run_1/met1.png
The bar under the picture is 20 um long. Supply wires on this layer in gray.
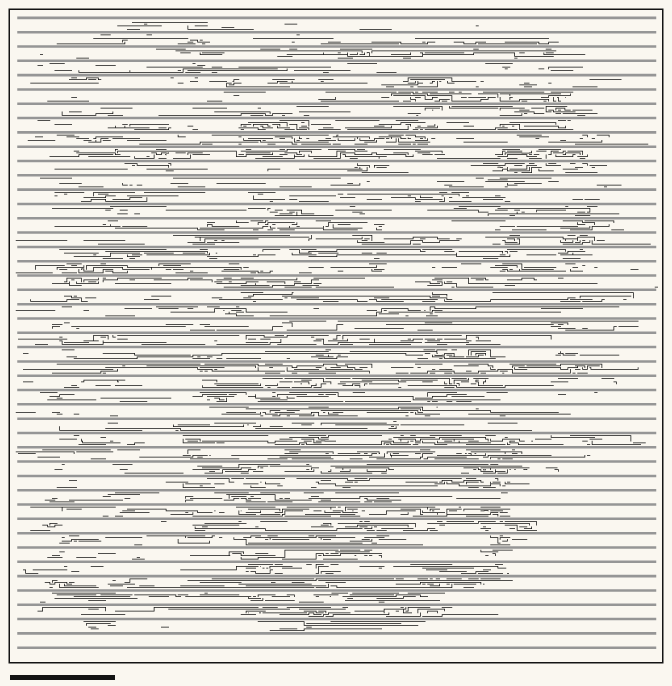
run_1/met2.png
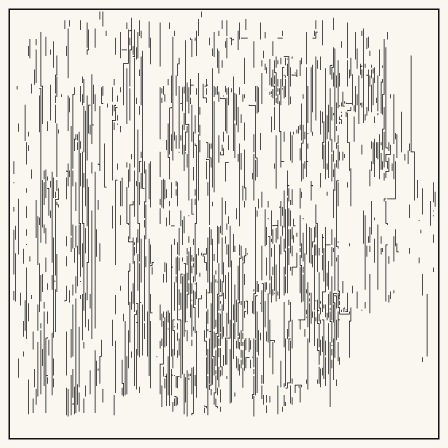
run_1/met3.png
The bar under the picture is 20 um long.
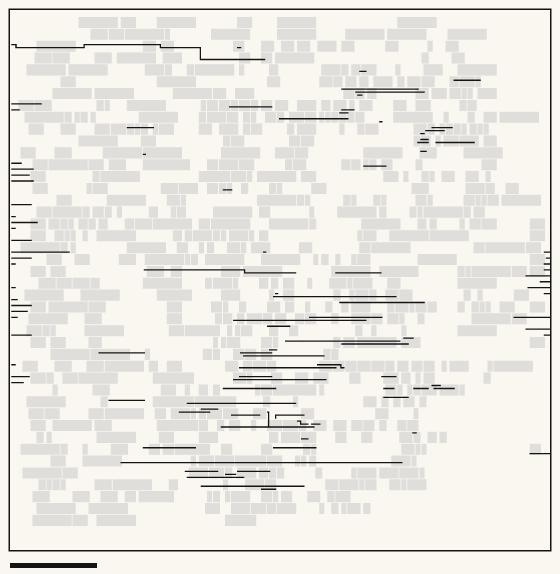
run_1/met4.png
Supply wires on this layer in gray.
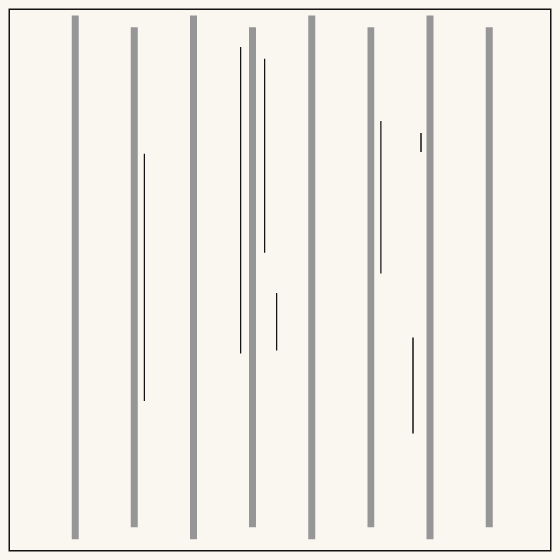
[src/rtl/alu_seq.sv]
// rtl/alu_seq.sv - sequential execute stage feeding register-file write-back
//
// Purpose: takes two operands from the register file, performs one of eight
// operations (single-cycle ADD/SUB/AND/OR/XOR/SHL/SHR, or an iterative
// shift-add MUL), then presents a one-cycle write-back (result/dir_wr/wr_en).
//
// Ports:
//   clk, rst_n       clock, asynchronous active-low reset
//   start            request, sampled only while idle
//   op               000 ADD 001 SUB 010 AND 011 OR 100 XOR 101 SHL 110 SHR 111 MUL
//   a_in, b_in       operands (register file DOA / DOB)
//   dst_in           destination register address
//   busy             high whenever not idle
//   done, wr_en      one-cycle pulse during write-back
//   result, dir_wr   write-back data/address, held after write-back
//   zero, carry      flags of the last completed operation
module alu_seq #(
  parameter int W      = 8,
  parameter int MUL_IT = 8
) (
  input  logic         clk,
  input  logic         rst_n,
  input  logic         start,
  input  logic [2:0]   op,
  input  logic [W-1:0] a_in,
  input  logic [W-1:0] b_in,
  input  logic [1:0]   dst_in,
  output logic         busy,
  output logic         done,
  output logic [W-1:0] result,
  output logic [1:0]   dir_wr,
  output logic         wr_en,
  output logic         zero,
  output logic         carry
);

  localparam logic [2:0] OP_ADD = 3'b000;
  localparam logic [2:0] OP_SUB = 3'b001;
  localparam logic [2:0] OP_AND = 3'b010;
  localparam logic [2:0] OP_OR  = 3'b011;
  localparam logic [2:0] OP_XOR = 3'b100;
  localparam logic [2:0] OP_SHL = 3'b101;
  localparam logic [2:0] OP_SHR = 3'b110;
  localparam logic [2:0] OP_MUL = 3'b111;

  localparam int CW = (MUL_IT > 1) ? $clog2(MUL_IT) : 1;
  localparam logic [CW-1:0] LAST_IT = CW'(MUL_IT - 1);

  typedef enum logic [1:0] {IDLE, EXEC, MUL, WB} state_t;

  state_t state, state_next;

  logic [2:0]     op_q;
  logic [W-1:0]   a_q, b_q;
  logic [1:0]     dst_q;
  logic [2*W-1:0] acc, mcand, acc_next;
  logic [W-1:0]   mplier;
  logic [CW-1:0]  cnt;

  logic [W-1:0]   alu_res;
  logic           alu_c;
  logic [W:0]     sum_ext, diff_ext, shl_ext, shr_ext;

  always_ff @(posedge clk or negedge rst_n) begin
    if (!rst_n) state <= IDLE;
    else        state <= state_next;
  end

  always_comb begin
    state_next = state;
    busy       = 1'b1;
    done       = 1'b0;
    wr_en      = 1'b0;
    case (state)
      IDLE: begin
        busy = 1'b0;
        if (start) state_next = (op == OP_MUL) ? MUL : EXEC;
      end
      EXEC: state_next = WB;
      MUL:  if (cnt == LAST_IT) state_next = WB;
      WB: begin
        done       = 1'b1;
        wr_en      = 1'b1;
        state_next = IDLE;
      end
      default: state_next = IDLE;
    endcase
  end

  // Shifts are done on a W+1 wide vector so the bit shifted out lands in the
  // extra position; a shift of zero leaves that position clear.
  always_comb begin
    sum_ext  = {1'b0, a_q} + {1'b0, b_q};
    diff_ext = {1'b0, a_q} - {1'b0, b_q};
    shl_ext  = {1'b0, a_q} << b_q[2:0];
    shr_ext  = {a_q, 1'b0} >> b_q[2:0];
    alu_res  = '0;
    alu_c    = 1'b0;
    case (op_q)
      OP_ADD: begin alu_res = sum_ext[W-1:0];  alu_c = sum_ext[W];  end
      OP_SUB: begin alu_res = diff_ext[W-1:0]; alu_c = diff_ext[W]; end
      OP_AND: alu_res = a_q & b_q;
      OP_OR:  alu_res = a_q | b_q;
      OP_XOR: alu_res = a_q ^ b_q;
      OP_SHL: begin alu_res = shl_ext[W-1:0]; alu_c = shl_ext[W]; end
      OP_SHR: begin alu_res = shr_ext[W:1];   alu_c = shr_ext[0]; end
      default: ;
    endcase
  end

  // LSB-first shift-add: multiplicand walks left, multiplier walks right.
  assign acc_next = mplier[0] ? (acc + mcand) : acc;

  always_ff @(posedge clk or negedge rst_n) begin
    if (!rst_n) begin
      op_q   <= '0;
      a_q    <= '0;
      b_q    <= '0;
      dst_q  <= '0;
      acc    <= '0;
      mcand  <= '0;
      mplier <= '0;
      cnt    <= '0;
      result <= '0;
      dir_wr <= '0;
      zero   <= 1'b0;
      carry  <= 1'b0;
    end else begin
      case (state)
        IDLE: if (start) begin
          op_q   <= op;
          a_q    <= a_in;
          b_q    <= b_in;
          dst_q  <= dst_in;
          acc    <= '0;
          mcand  <= {{W{1'b0}}, a_in};
          mplier <= b_in;
          cnt    <= '0;
        end
        EXEC: begin
          result <= alu_res;
          carry  <= alu_c;
          zero   <= (alu_res == '0);
          dir_wr <= dst_q;
        end
        MUL: begin
          acc    <= acc_next;
          mcand  <= mcand << 1;
          mplier <= mplier >> 1;
          cnt    <= cnt + 1'b1;
          if (cnt == LAST_IT) begin
            result <= acc_next[W-1:0];
            carry  <= |acc_next[2*W-1:W];
            zero   <= (acc_next[W-1:0] == '0);
            dir_wr <= dst_q;
          end
        end
        default: ;
      endcase
    end
  end

endmodule

[config.mk]
export PLATFORM = sky130hd
export DESIGN_NAME = alu_seq
export DESIGN_NICKNAME = d
export VERILOG_FILES = /design/src/rtl/alu_seq.sv
export SDC_FILE = /design/constraint.sdc
export NUM_CORES = 1
export LEC_CHECK = 0
export ABC_CLOCK_PERIOD_IN_PS = 3700
export CORE_MARGIN = 1
export CORE_UTILIZATION = 40
export CTS_CLUSTER_DIAMETER = 80
export DETAILED_ROUTE_END_ITERATION = 10
export PLACE_DENSITY_LB_ADDON = 0.08
export SYNTH_ARGS = -nofsm -noshare
export SYNTH_HDL_FRONTEND = slang
export SYNTH_SLANG_ARGS = --single-unit
[constraint.sdc]
create_clock -name clk -period 3.7 [get_ports clk]
set_input_delay 0.74 -clock clk [delete_from_list [all_inputs] [get_ports clk]]
set_output_delay 0.74 -clock clk [all_outputs]
set_load 0.005 [all_outputs]
==> results.json, run 1 <==
{
  "combPwrFrac": 0.614,
  "place.detailed.hpwl_mm": 12.6,
  "htree_levels": 3,
  "cts.repair.resized": 0,
  "cp-end-kind": "register",
  "ys_sh_adder": 0.105,
  "ys_area_um2": 5940,
  "top_cell_area_share": 0.328,
  "layout-drive-gt1-share": 0.103,
  "dr.pass1.iters": 7,
  "setup_ws_ps": 534,
  "path_delay_family": "AND-OR/OR-AND gates",
  "hold_depth": 2,
  "syn_inst": 633,
  "grt_util_met1": 0.332,
  "async_flop_share": 1.00,
  "hold_class": "register to register",
  "io_pins": 39,
  "fin_area_um2": 6810,
  "switching_share": 0.476,
  "clock-sinks": 78,
  "r2r-start": "b_q[0]$_DFFE_PN0P_",
  "synthMuxAreaShare": 0.129,
  "max-cap-violations": 0,
  "synth_warnings": 0,
  "synthesis.area_um2": 5940,
  "synth_cell_types": 70,
  "grt_usage": 0.227,
  "critPathRequiredTime_ps": 3930,
  "clock_path_buffers": 2,
  "relSlewSlack": 0.298,
  "dp_cells": 830,
  "pwr-share-clk": 0.132,
  "path_cells": "ha_1 > fa_1 > a21o_1 > a211oi_1 > o21ai_0 > and2_1 > a2111oi_0 > a211oi_1 > a21o_1",
  "vias_per_cell": 5.98,
  "finalHoldViolations": 0,
  "synth-edff-count": 0,
  "worst_hold_slack_ps": 483,
  "antennaDiodeCount": 0,
  "worstSetupPathType": "register to register",
  "ff_type": "dfrtp_1",
  "topCombFamilyByArea": "AND-OR/OR-AND gates",
  "cp_slowest_cell": "a2111oi_0",
  "critical_path_arrival_ps": 3400,
  "ys_cells": 633,
  "synth_nets": 705,
  "insertion_delay_ps": 340,
  "drv_slew": 0,
  "worstHoldStart": "mplier[6]$_DFFE_PN0P_",
  "status": "finished, final reports clean",
  "row_count": 44,
  "pg_seq_mw": 1.76,
  "grt_busiest_layer": "met2",
  "setup_tns_ps": 0,
  "p_clk_uw": 910,
  "p_seq_frac": 0.254,
  "fin_skew_ps": 7.87,
  "netlist_top_cells_count": "dfrtp_1, nand2_1, o21ai_0, ha_1",
  "p_comb_mw": 4.25,
  "grt_pass1_wl_mm": 26.3,
  "r2r_end": "result[6]$_DFFE_PN0P_",
  "postSynthSeqShare": 0.328,
  "die_area_um2": 15400,
  "clockRootBuffer": "clkbuf_16",
  "clk_pin_slew_ps": 60,
  "grt_max_degree": 67,
  "most_common_cell": "dfrtp_1",
  "vdd_drop_max_uv": 587,
  "start_kind": "register",
  "initCoreUtil": 0.409,
  "wire_per_inst_um": 19.6,
  "reg2regPathDepth": 9,
  "drt-initial-drc-count": 408,
  "cts_buffers": 9,
  "endpoint": "result[6]$_DFFE_PN0P_",
  "place_ws_ps": 571,
  "tightest_slew_ps": 1050,
  "r2r_slack_ps": 530,
  "power.switching_mw": 3.30,
  "setup_violations": 0,
  "layout_top_cells": "dfrtp_1, nand2_1, o21ai_0",
  "grt.overflow.total": 0,
  "stdcell_count": 846,
  "grt_util_met3": 0.0343,
  "ant_nets": 0,
  "p_per_area_nw_per_um2": 1020,
  "ys_sh_simple": 0.131,
  "yosys.area.top_type": "dfrtp_1",
  "total_power_mw": 6.92,
  "gp_congestion": 0.936,
  "die_w_um": 124,
  "grt_pass1_vias": 4853,
  "warnings": 45,
  "cp_num_buf_inv": 0,
  "xor_area_frac": 0.0192,
  "power_leader": "combinational cells",
  "worst-path-max-fanout": 9,
  "fmax_ghz": 0.316,
  "final_nets": 729,
  "final_util": 0.468,
  "antenna_found_initial": 0,
  "portBuffers": 38,
  "hold_buffers": 0,
  "critPathLaunch": "b_q[0]$_DFFE_PN0P_",
  "drc_errors": 0,
  "ys.flops": 78,
  "rsz0062_at_grt": "false",
  "worstSetupPathDepth": 9,
  "die_h_um": 124,
  "lay_top_count": "dfrtp_1",
  "area_growth_pct": 14.6,
  "post_synth.cell_area_avg_um2": 9.39,
  "ys_top_cells_by_area": "dfrtp_1, ha_1, mux2i_1, o21ai_0, mux2_2",
  "core-area_um2": 14500,
  "dpl_cell_area_um2": 6510,
  "cts_setup_buffers": 0,
  "intPower_mw": 3.62,
  "period_used_share": 0.856
}
About met1.png:
The wires run mostly horizontal. The layer holds 50% of the routed length. The longest straight run is 66.7 um. The layer carries 8240 um of wire. 650 nets have wire on it.

About met2.png:
The layer carries 7270 um of wire. The longest straight run is 45.2 um. 609 nets have wire on it. The layer holds 44% of the routed length.
final WL: 16.6 mm
Vias: 5059
GR Util met2: 0.344

About met3.png:
86 nets have wire on it. The wires run mostly horizontal. The layer carries 836 um of wire.

About met4.png:
6 nets have wire on it. The longest straight run is 70.0 um.

run 1: final cells by class:
type | count | area, um2
Clock buffer | 9 | 225
Clock inverter | 7 | 77.6
Fill cell | 1416 | 7720
Inverter | 30 | 113
Multi-Input combinational cell | 484 | 3710
Sequential cell | 78 | 1950
Tap cell | 184 | 230
Timing Repair Buffer | 54 | 498
run 1: worst reg2reg max path: stages, from the launching register on:
cell and delay [ps]:
dfrtp_1 490, ha_1 320, fa_1 450, a21o_1 200
a211oi_1 310, o21ai_0 180, and2_1 200, a2111oi_0 570
a211oi_1 140, a21o_1 200
run 1: routing by layer:
layer  part of all wire  wire length, um  up-vias
li1                   -                -     2417
met1               0.50             8240     2455
met2               0.44             7270      170
met3              0.050              835       17
met4              0.015              244        0
met5                  0                0        -
run_1/final_clocks.png
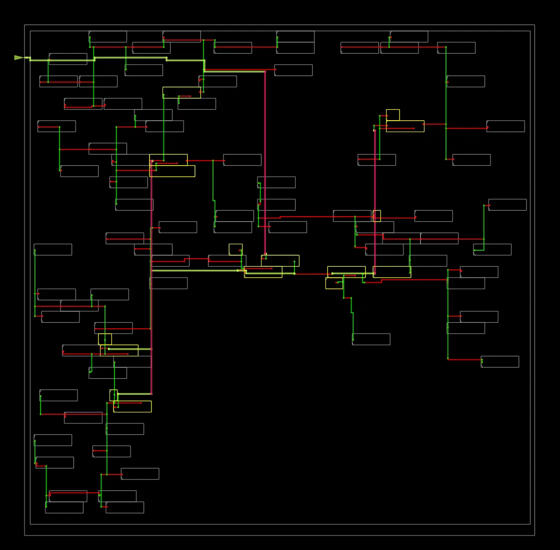

==> run 1 -> run 2 <==
Settings changed: CORE_UTILIZATION 40 to 47.
run_2/final_clocks.png
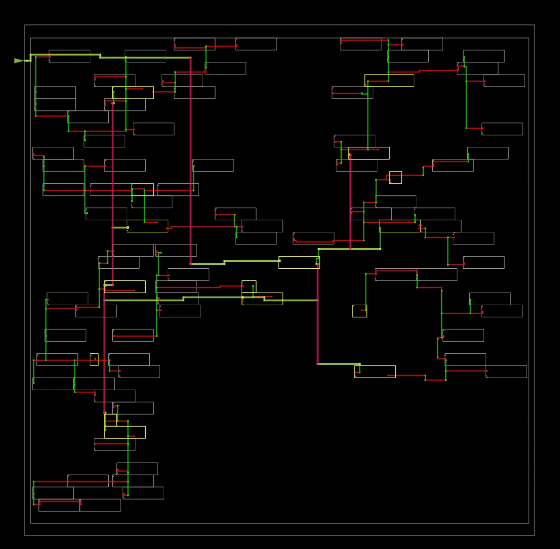
clk sink count: 78
clock buf count: 10
Clk power: 913 uW
Flops: 78
total CTS buffers: 9

==> run 2 against run 1 <==
Compared with the run above:
- count of clock-buffer cells in the layout increased by 1
- clock skew decreased by 0.85 ps
- global-route usage increased by 4.2 points
- synthesized area unchanged
- flip-flop count unchanged
- clock power about the same
- sequential share of layout area about the same
- highest routed layer unchanged
==> results.json, run 2 <==
{
  "most_common_cell": "dfrtp_1",
  "max-cap-violations": 0,
  "power.switching_mw": 3.31,
  "finalHoldViolations": 0,
  "nMultiInputCombCells": 484,
  "start_kind": "register",
  "largestClassByArea": "logic gates",
  "nWellTaps": 168,
  "ff_type": "dfrtp_1",
  "post_synth.cell_area_avg_um2": 9.39,
  "warnings": 45,
  "hold_buffers": 0,
  "stdcell_count": 830,
  "drc_errors": 0,
  "worst_hold_slack_ps": 463,
  "routed_wl_mm": 16.6,
  "htree_levels": 3,
  "synthesis.area_um2": 5940,
  "portBuffers": 38,
  "total_power_mw": 6.96,
  "initCoreUtil": 0.489,
  "synth-edff-count": 0,
  "seq_area_frac": 0.287,
  "syn_inst": 633,
  "area_growth_pct": 14.4,
  "cp-end-kind": "register",
  "io_pins": 39,
  "fmax_ghz": 0.321,
  "ys_sh_aoi": 0.240,
  "power_leader": "combinational cells",
  "vias_per_cell": 6.14,
  "lay_top_count": "dfrtp_1",
  "period_used_share": 0.841,
  "r2r-start": "a_q[0]$_DFFE_PN0P_",
  "place_ws_ps": 615,
  "fillers": 1107,
  "ys_sh_adder": 0.105,
  "insertion_delay_ps": 340,
  "dr_wl_met3_mm": 1.02,
  "dpl_cell_area_um2": 6490,
  "grt_util_met3": 0.0498,
  "switching_share": 0.476,
  "ys_sh_simple": 0.131,
  "grt_pass1_wl_mm": 26.7,
  "hold_class": "input port to asynchronous set/reset pin",
  "critical_path_arrival_ps": 3380,
  "p_per_area_nw_per_um2": 1020,
  "netlist_top_cells_count": "dfrtp_1, nand2_1, o21ai_0, ha_1",
  "cts_setup_buffers": 0,
  "place.detailed.hpwl_mm": 12.7,
  "layout-drive-gt1-share": 0.104,
  "dr.pass1.iters": 5,
  "fin_skew_ps": 7.02,
  "die_area_um2": 13100,
  "topCombFamilyByArea": "AND-OR/OR-AND gates",
  "ys.flops": 78,
  "fin_area_um2": 6800,
  "drv_slew": 0,
  "grt_usage": 0.269,
  "vias": 5093,
  "grt_busiest_layer": "met1",
  "logic_area_um2": 3720,
  "grt_util_met1": 0.395,
  "combPwrFrac": 0.629,
  "core-area_um2": 12200,
  "final_util": 0.559,
  "clkCellAreaFrac": 0.0451,
  "pg_seq_mw": 1.67,
  "inv_count": 30,
  "critPathLaunch": "a_q[0]$_DFFE_PN0P_",
  "clock_path_buffers": 2,
  "die_w_um": 114,
  "status": "finished, final reports clean",
  "pwr-share-clk": 0.131,
  "drt-initial-drc-count": 412,
  "grt.overflow.total": 0,
  "antennaDiodeCount": 0,
  "buffers": 54,
  "m1WireLength_mm": 8.09,
  "worstSetupPathType": "register to register",
  "ys_top_cells_by_area": "dfrtp_1, ha_1, mux2i_1, o21ai_0, mux2_2",
  "synth_nets": 705,
  "tightest_slew_ps": 1020,
  "ant_nets": 0,
  "cts_tree": "yes",
  "yosys.area.top_type": "dfrtp_1",
  "setup_ws_ps": 587,
  "worst-path-max-fanout": 7,
  "top_cell_area_share": 0.328,
  "ys_cells": 633,
  "wire_per_inst_um": 19.9,
  "clockRootBuffer": "clkbuf_16",
  "area_share_nonclk_buffers": 0.0732,
  "synth_cell_types": 70,
  "dp_cells": 814,
  "die_h_um": 114,
  "setup_violations": 0,
  "rsz0062_at_grt": "false",
  "async_flop_share": 1.00,
  "register_area_um2": 1950,
  "p_leak_nw": 3.00,
  "setup_tns_ps": 0,
  "xor_area_frac": 0.0192,
  "wl_met2_mm": 7.05,
  "grt_max_degree": 62,
  "relSlewSlack": 0.311,
  "antenna_found_initial": 0,
  "sh_comb_area": 0.547,
  "postSynthSeqShare": 0.328,
  "gp_congestion": 0.952,
  "synthMuxAreaShare": 0.129,
  "grt_pass1_vias": 4850,
  "p_comb_mw": 4.38,
  "ys_area_um2": 5940,
  "vdd_drop_max_uv": 513,
  "dr.max_layer_used": "met4",
  "layout_top_cells": "dfrtp_1, nand2_1, o21ai_0",
  "cts.repair.resized": 0,
  "reg_top3": "acc x16, mcand x16",
  "row_count": 40,
  "p_seq_frac": 0.240,
  "final_nets": 729,
  "critPathRequiredTime_ps": 3970,
  "clk_pin_slew_ps": 60,
  "use_met2": 0.391,
  "synth_warnings": 0,
  "intPower_mw": 3.64
}
run_2/met2.png
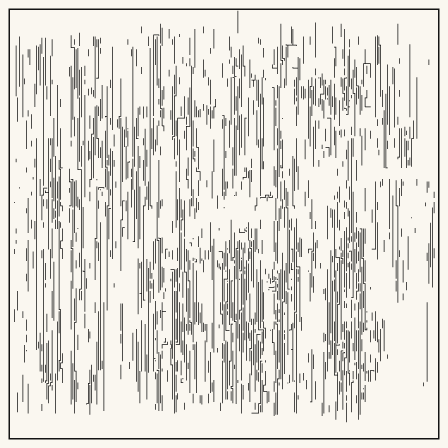
The layer carries 7050 um of wire. The wires run mostly vertical. 597 nets have wire on it. The longest straight run is 56.4 um.

==> run 2: cell counts after synthesis <==
No cell type changed its count.
==> run 2: path summary, 6_finish.rpt <==
path / endpoint / slack, ps / depth (start not counted)
worst min register to register: result[0]$_DFFE_PN0P_ / 480 / 2
max in group asynchronous: b_q[2]$_DFFE_PN0P_ / 2570 / 2
worst max register to register: zero$_DFFE_PN0P_ / 590 / 9
worst min-delay path: result[1]$_DFFE_PN0P_ / 460 / 1
worst max-delay path: zero$_DFFE_PN0P_ / 590 / 9
min in group clk: result[0]$_DFFE_PN0P_ / 480 / 2
==> run 2: critical path: stages, from the launching register on <==
cell       delay, ps
dfrtp_1          460
ha_1             330
fa_1             460
mux2i_1          140
o22ai_1          100
a221o_1          340
a2111oi_4        350
o2111ai_1        190
or4_1            540
o21ai_1          130
Power is estimated from default activity; no workload was simulated.
